**config.mk**
```make
export PLATFORM = sky130hd
export DESIGN_NAME = core2axi4l
export DESIGN_NICKNAME = d
export VERILOG_FILES = /design/src/rtl/core2axi4l.sv
export SDC_FILE = /design/constraint.sdc
export NUM_CORES = 1
export LEC_CHECK = 0
export ABC_AREA = 1
export CAP_MARGIN = 20
export CORE_ASPECT_RATIO = 0.5
export CORE_MARGIN = 2
export CORE_UTILIZATION = 42
export CTS_BUF_LIST = sky130_fd_sc_hd__clkbuf_4 sky130_fd_sc_hd__clkbuf_8
export DETAILED_ROUTE_END_ITERATION = 10
export GPL_TIMING_DRIVEN = 0
export MAX_ROUTING_LAYER = met4
export PLACE_DENSITY = 0.95
export SLEW_MARGIN = 20
export SYNTH_ARGS = -nofsm -noshare
export SYNTH_HDL_FRONTEND = slang
export SYNTH_SLANG_ARGS = --single-unit
export TNS_END_PERCENT = 1
```
**constraint.sdc**
```tcl
create_clock -name clk -period 2.6 [get_ports clk]
set_clock_uncertainty 0.15 [all_clocks]
set_input_delay 0.39 -clock clk [delete_from_list [all_inputs] [get_ports clk]]
set_output_delay 0.39 -clock clk [all_outputs]
set_load 0.1 [all_outputs]
```
**src/rtl/core2axi4l.sv**
```systemverilog
// core2axi4l: bridges an Ibex-style core_if request/grant/rvalid stream onto
// an AXI4-Lite master port, with a single transaction in flight at a time.
//
// Ports
//   clk, reset          : system clock, synchronous active-high reset
//   core_req_i/we_i/be_i/addr_i/wdata_i : core request side
//   core_gnt_o          : grant (the only combinational output)
//   core_rvalid_o/rdata_o/err_o         : one-cycle response to the core
//   axi_aw*/w*/b*       : AXI4-Lite write address, write data, write response
//   axi_ar*/r*          : AXI4-Lite read address, read data
//
// All AXI valid/ready outputs come straight from flops.
module core2axi4l #(
  parameter logic [2:0] AXI_PROT   = 3'b000,
  parameter int         ADDR_WIDTH = 32
) (
  input  logic                  clk,
  input  logic                  reset,
  // core side
  input  logic                  core_req_i,
  input  logic                  core_we_i,
  input  logic [3:0]            core_be_i,
  input  logic [ADDR_WIDTH-1:0] core_addr_i,
  input  logic [31:0]           core_wdata_i,
  output logic                  core_gnt_o,
  output logic                  core_rvalid_o,
  output logic [31:0]           core_rdata_o,
  output logic                  core_err_o,
  // AXI4-Lite master side
  output logic                  axi_awvalid_o,
  output logic [ADDR_WIDTH-1:0] axi_awaddr_o,
  output logic [2:0]            axi_awprot_o,
  input  logic                  axi_awready_i,
  output logic                  axi_wvalid_o,
  output logic [31:0]           axi_wdata_o,
  output logic [3:0]            axi_wstrb_o,
  input  logic                  axi_wready_i,
  input  logic                  axi_bvalid_i,
  input  logic [1:0]            axi_bresp_i,
  output logic                  axi_bready_o,
  output logic                  axi_arvalid_o,
  output logic [ADDR_WIDTH-1:0] axi_araddr_o,
  output logic [2:0]            axi_arprot_o,
  input  logic                  axi_arready_i,
  input  logic                  axi_rvalid_i,
  input  logic [31:0]           axi_rdata_i,
  input  logic [1:0]            axi_rresp_i,
  output logic                  axi_rready_o
);

  localparam logic [1:0] RESP_OKAY = 2'b00;

  typedef enum logic [2:0] {
    IDLE, WR, WR_B, RD_A, RD_R, RESP
  } state_e;

  state_e                  state_q, state_d;
  logic                    awvalid_q, awvalid_d;
  logic                    wvalid_q, wvalid_d;
  logic                    bready_q, bready_d;
  logic                    arvalid_q, arvalid_d;
  logic                    rready_q, rready_d;
  logic                    aw_done_q, aw_done_d;
  logic                    w_done_q, w_done_d;
  logic                    rvalid_q, rvalid_d;
  logic                    err_q, err_d;
  logic [31:0]             rdata_q, rdata_d;
  logic [ADDR_WIDTH-1:0]   addr_q, addr_d;
  logic [31:0]             wdata_q, wdata_d;
  logic [3:0]              be_q, be_d;

  logic                    aw_fire, w_fire;

  assign core_gnt_o = core_req_i && (state_q == IDLE);

  assign aw_fire = awvalid_q && axi_awready_i;
  assign w_fire  = wvalid_q && axi_wready_i;

  always_comb begin
    state_d   = state_q;
    awvalid_d = awvalid_q;
    wvalid_d  = wvalid_q;
    bready_d  = bready_q;
    arvalid_d = arvalid_q;
    rready_d  = rready_q;
    aw_done_d = aw_done_q;
    w_done_d  = w_done_q;
    rvalid_d  = 1'b0;
    err_d     = err_q;
    rdata_d   = rdata_q;
    addr_d    = addr_q;
    wdata_d   = wdata_q;
    be_d      = be_q;

    unique case (state_q)
      IDLE: begin
        if (core_gnt_o) begin
          addr_d    = core_addr_i;
          wdata_d   = core_wdata_i;
          be_d      = core_be_i;
          aw_done_d = 1'b0;
          w_done_d  = 1'b0;
          if (core_we_i) begin
            state_d   = WR;
            awvalid_d = 1'b1;
            wvalid_d  = 1'b1;
          end else begin
            state_d   = RD_A;
            arvalid_d = 1'b1;
          end
        end
      end
      WR: begin
        // AW and W complete independently; each valid drops after its own
        // handshake and the done flags remember which side has finished.
        if (aw_fire) awvalid_d = 1'b0;
        if (w_fire)  wvalid_d  = 1'b0;
        aw_done_d = aw_done_q || aw_fire;
        w_done_d  = w_done_q || w_fire;
        if (aw_done_d && w_done_d) begin
          state_d  = WR_B;
          bready_d = 1'b1;
        end
      end
      WR_B: begin
        if (axi_bvalid_i && bready_q) begin
          bready_d = 1'b0;
          err_d    = (axi_bresp_i != RESP_OKAY);
          rdata_d  = 32'h0;
          rvalid_d = 1'b1;
          state_d  = RESP;
        end
      end
      RD_A: begin
        if (arvalid_q && axi_arready_i) begin
          arvalid_d = 1'b0;
          rready_d  = 1'b1;
          state_d   = RD_R;
        end
      end
      RD_R: begin
        if (axi_rvalid_i && rready_q) begin
          rready_d = 1'b0;
          rdata_d  = axi_rdata_i;
          err_d    = (axi_rresp_i != RESP_OKAY);
          rvalid_d = 1'b1;
          state_d  = RESP;
        end
      end
      RESP: begin
        // rvalid_q is high for this one cycle only; the default clears it.
        state_d = IDLE;
      end
      default: state_d = IDLE;
    endcase
  end

  always_ff @(posedge clk) begin
    if (reset) begin
      state_q   <= IDLE;
      awvalid_q <= 1'b0;
      wvalid_q  <= 1'b0;
      bready_q  <= 1'b0;
      arvalid_q <= 1'b0;
      rready_q  <= 1'b0;
      aw_done_q <= 1'b0;
      w_done_q  <= 1'b0;
      rvalid_q  <= 1'b0;
      err_q     <= 1'b0;
      rdata_q   <= 32'h0;
      addr_q    <= '0;
      wdata_q   <= 32'h0;
      be_q      <= 4'h0;
    end else begin
      state_q   <= state_d;
      awvalid_q <= awvalid_d;
      wvalid_q  <= wvalid_d;
      bready_q  <= bready_d;
      arvalid_q <= arvalid_d;
      rready_q  <= rready_d;
      aw_done_q <= aw_done_d;
      w_done_q  <= w_done_d;
      rvalid_q  <= rvalid_d;
      err_q     <= err_d;
      rdata_q   <= rdata_d;
      addr_q    <= addr_d;
      wdata_q   <= wdata_d;
      be_q      <= be_d;
    end
  end

  assign core_rvalid_o = rvalid_q;
  assign core_rdata_o  = rdata_q;
  assign core_err_o    = err_q;

  assign axi_awvalid_o = awvalid_q;
  assign axi_awaddr_o  = addr_q;
  assign axi_awprot_o  = AXI_PROT;
  assign axi_wvalid_o  = wvalid_q;
  assign axi_wdata_o   = wdata_q;
  assign axi_wstrb_o   = be_q;
  assign axi_bready_o  = bready_q;
  assign axi_arvalid_o = arvalid_q;
  assign axi_araddr_o  = addr_q;
  assign axi_arprot_o  = AXI_PROT;
  assign axi_rready_o  = rready_q;

endmodule
```
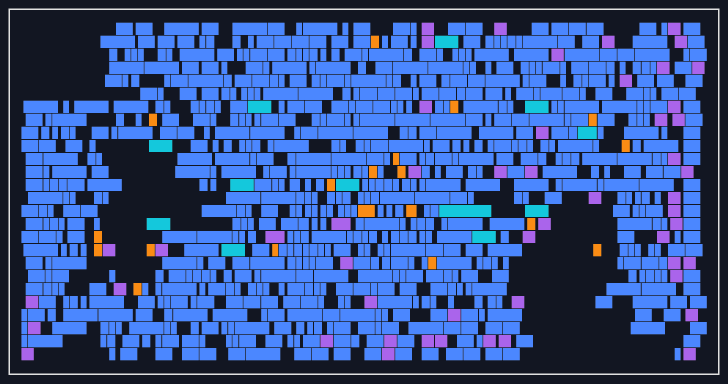
Fig. 1. Drive-strength map.
orange -> x2  # cells 19, share 2.2%
blue -> x1 and smaller  # cells 766, share 90%
purple -> x3 and x4  # cells 51, share 6.0%
cyan -> x6 and larger  # cells 12, share 1.4%
fin area: 7250 µm²
synthesis-to-layout area growth: 66.2%
Non-CTS buffers: 323
Final WS setup: 54.8 ps

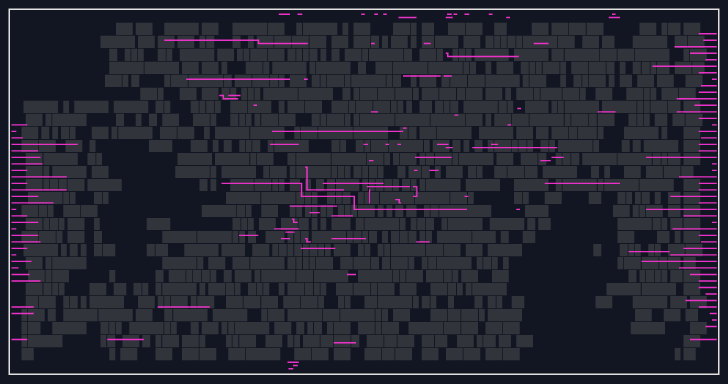
Fig. 2. Signal wires on met3.
longest straight run = 27.1 µm
share of all routed wire = 5.1%
main direction = horizontal
final wirelength: 14400 µm
routed vias: 4768
met3 usage: 0.0605

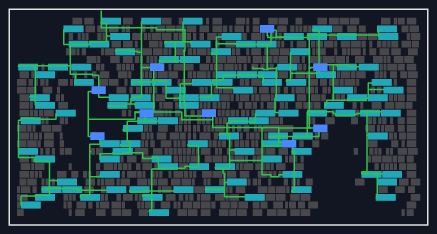
Fig. 3. Routed clock nets over the placement.
green -> clock wires  # length 1270 µm
blue -> clock-net drivers  # count 9
cyan -> flip-flops  # count 112
flops lie = widely spread
latest clock arrival within the worst-skew pair: 370 ps
Clock Power Share: 0.144
clock group total power: 1040 µW

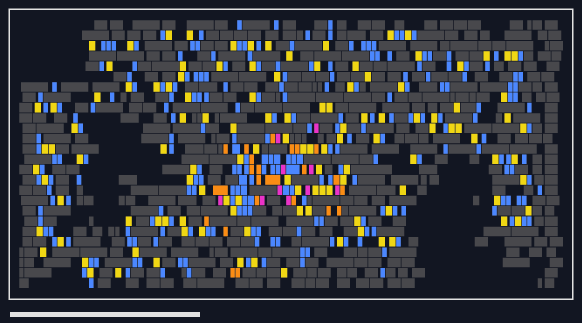
Fig. 4. Gate families picked out.
Bar = 50 µm.
yellow -> aoi and oai cells  # cells 120, where widely spread
orange -> nor cells  # cells 23, where centre
blue -> nand cells  # cells 238, where widely spread
magenta -> inv cells  # cells 10
Layout Cells excl Fill: 988
most used logic cell in the final layout: clkdlybuf4s50_1
fraction of area in multi-input gates: 0.227

==> run summary <==
Yosys cell types = 19
Max-Cap Viols = 0
Rel. slew slack = 0.314
PortBufs = 251
GRT met1 Usage = 0.263
critical path, cell by cell = buf_4, clkdlybuf4s50_1
top-count cell post-synth = nand2_1
share of layout cells above drive strength 1 = 0.0967
post-route ant nets = 0
Worst Hold Class = reg -> reg
first-pass GRT wire length = 22600 µm
Worst-Margin Slew = 1030 ps
post-DP HPWL = 11300 µm
Final GP Congestion = 0.905
reg2reg end = axi_wdata_o[29]$_SDFFE_PP0P_
H-Tree Depth = 3
CTS Root Cell = clkbuf_8
OpenROAD warnings = 26
outcome = completed
CP max stage delay = 1110 ps
postcts setup bufs = 0
Slew Viols, Final = 0
critical path type = reg -> out
period utilisation layout = 0.979
WHS Endpoint = core_rdata_o[22]$_SDFFE_PP0P_
final setup fails = 0
Antenna Cells = 0
Cell area leaders = dfxtp_1 (51%), nand2_1 (20%), a21oi_1 (13%), buf_4 (7.4%), nor2_1 (1.7%)
combinational power share = 0.564
WP data arrival = 2010 ps
Seq pwr share = 0.293
Core Region = 10100 µm²
Critical Path RT = 2060 ps
Hold Fails Final Rpt = 0
Hold-fix buffers, CTS = 0
Max stage delay cell, worst path = clkdlybuf4s50_1
sum of negative setup slack = 0 ps
critical path capture point type = output pin
Chip Height = 76.0 µm
switching power = 3800 µW
Worst setup SP type = flop
Filler cells = 754
TritonCTS clock tree = done
Yosys top cell by area = dfxtp_1
Netlist Area Pre-Place = 4360 µm²
fmax = 393 MHz
width of the die = 148 µm
P_int = 3450 µW
CP Max Fanout = 3
via/cell ratio = 4.83
DIE AREA = 11300 µm²
cell count after synthesis = 577
worst vdd ir = 0.412 mV
Synth warnings = 0
GRT Resource Usage Total = 0.256
largest net degree at the start of global routing = 17
CTS max path bufs = 2
crit path time final = 2550 ps
Dominant flop cell = dfxtp_1
CTS Buf Count = 9
Top cell area share = 0.514
Routed wire per std cell = 14.6 µm
final net count = 957
Placed Area = 7070 µm²
P per Cell Area = 1000 nW/µm²
clock sink count = 112
Worst Hold Path Cells = 2
DRC viols = 0
Yosys chip area = 4360 µm²
top cells by count, synth = nand2_1 (229), a21oi_1 (113), dfxtp_1 (112)
Mean Syn Cell Area = 7.55 µm²
clock slew at reported path FFs = 100 ps
vias in the first global route = 4710
antenna violations before repair = 0
ys flops = 112
# Cells Yosys = 577
# IOs = 259
post-synthesis sequential area ratio = 0.514
-- power groups by stage --
stage	clock network [µW]	logic [µW]	registers [µW]
2_1_floorplan	0	1590	3640
3_3_place_gp	0	4010	2140
3_5_place_dp	0	4080	2150
4_1_cts	1060	4080	2110
5_1_grt	1130	4260	2150
6_report	1040	4080	2120
-- how the worst max path moves through the flow --
| stage | cells past startpoint | from | endpoint | slack, ps |
|---|---|---|---|---|
| floorplan | 7 | axi_rready_o$_SDFFE_PP0P_ | state_q[0]$_SDFFE_PP0P_ | 510 |
| global placement | 5 | core_req_i | core_gnt_o | -580 |
| detailed placement | 5 | core_req_i | core_gnt_o | -580 |
| CTS | 6 | state_q[1]$_SDFFE_PP0P_ | core_gnt_o | 1 |
| global route | 2 | axi_araddr_o[29]$_SDFFE_PP0P_ | axi_awaddr_o[29] | 2 |
| finish | 2 | axi_araddr_o[14]$_SDFFE_PP0P_ | axi_awaddr_o[14] | 50 |
-- per-stage QoR --
stage                     power (µW)  hold WS, ps  std cells  utilization  setup slack (ps)
after floorplan                 5230          295        582            -               507
after global placement          6150          296        973        0.696              -581
after detailed placement        6230          304        973        0.696              -584
after CTS                       7260          315        988        0.714              1.12
after global routing            7540          340        988        0.714              2.47
final                           7240          316        988        0.714              54.8
-- layer usage --
layer | up-vias | share of wire
met4 | 0 | 0.041
met5 | - | 0
met3 | 51 | 0.051
met2 | 185 | 0.52
met1 | 2208 | 0.38
li1 | 2324 | -
-- area by class of cell --
class,instances,area (µm²),share of cell area
multi-input combinational,388,1640,0.227
buffer,72,454,0.0627
clock buffer,11,145,0.0200
sequential,112,2240,0.309
inverter,10,37.5,0.00518
clock inverter,4,45.0,0.00622
timing repair buffer,251,2500,0.345
tap,140,175,0.0242
-- critical path, delay by kind of cell, from the launching register on --
family                 cells  cell delay (ps)
DFF                        1              400
buffers and inverters      2             1240
-- repair_timing --
item	CTS	global route
endpoints found under the setup margin	2	5
resized	6	6
hold endpoints to repair	0	0
gates cloned	0	0
-- placed cells by master (no fill, tap or decap), types with 8 or more instances in the layout --
master / instances
clkdlybuf4s50_1: 245
nand2_1: 229
a21oi_1: 113
dfxtp_1: 112
buf_4: 48
nor2_1: 20
clkbuf_1: 16
buf_2: 12
clkbuf_8: 10
inv_1: 8
-- state kept, by name (all words and copies together) (netlist names) --
register	flops
core_rvalid_o	1
core_err_o	1
axi_wdata_o	32
axi_wvalid_o	1
axi_wstrb_o	4
axi_arvalid_o	1
axi_rready_o	1
axi_awvalid_o	1
core_rdata_o	32
aw_done_q	1
w_done_q	1
axi_bready_o	1
state_q	3
axi_araddr_o	32
-- kinds of logic (layout without fill, tap and decap cells) --
| group | count (synthesis) | in the layout | synth area share |
|---|---|---|---|
| and+or+nand+nor | 262 | 262 | 0.234 |
| other | 1 | 6 | 0.000860 |
| buffers and inverters | 82 | 348 | 0.113 |
| AOI/OAI and AO/OA | 120 | 120 | 0.138 |
| DFF | 112 | 112 | 0.514 |
Power figures rest on the tool's default switching activity, not on a simulated workload.
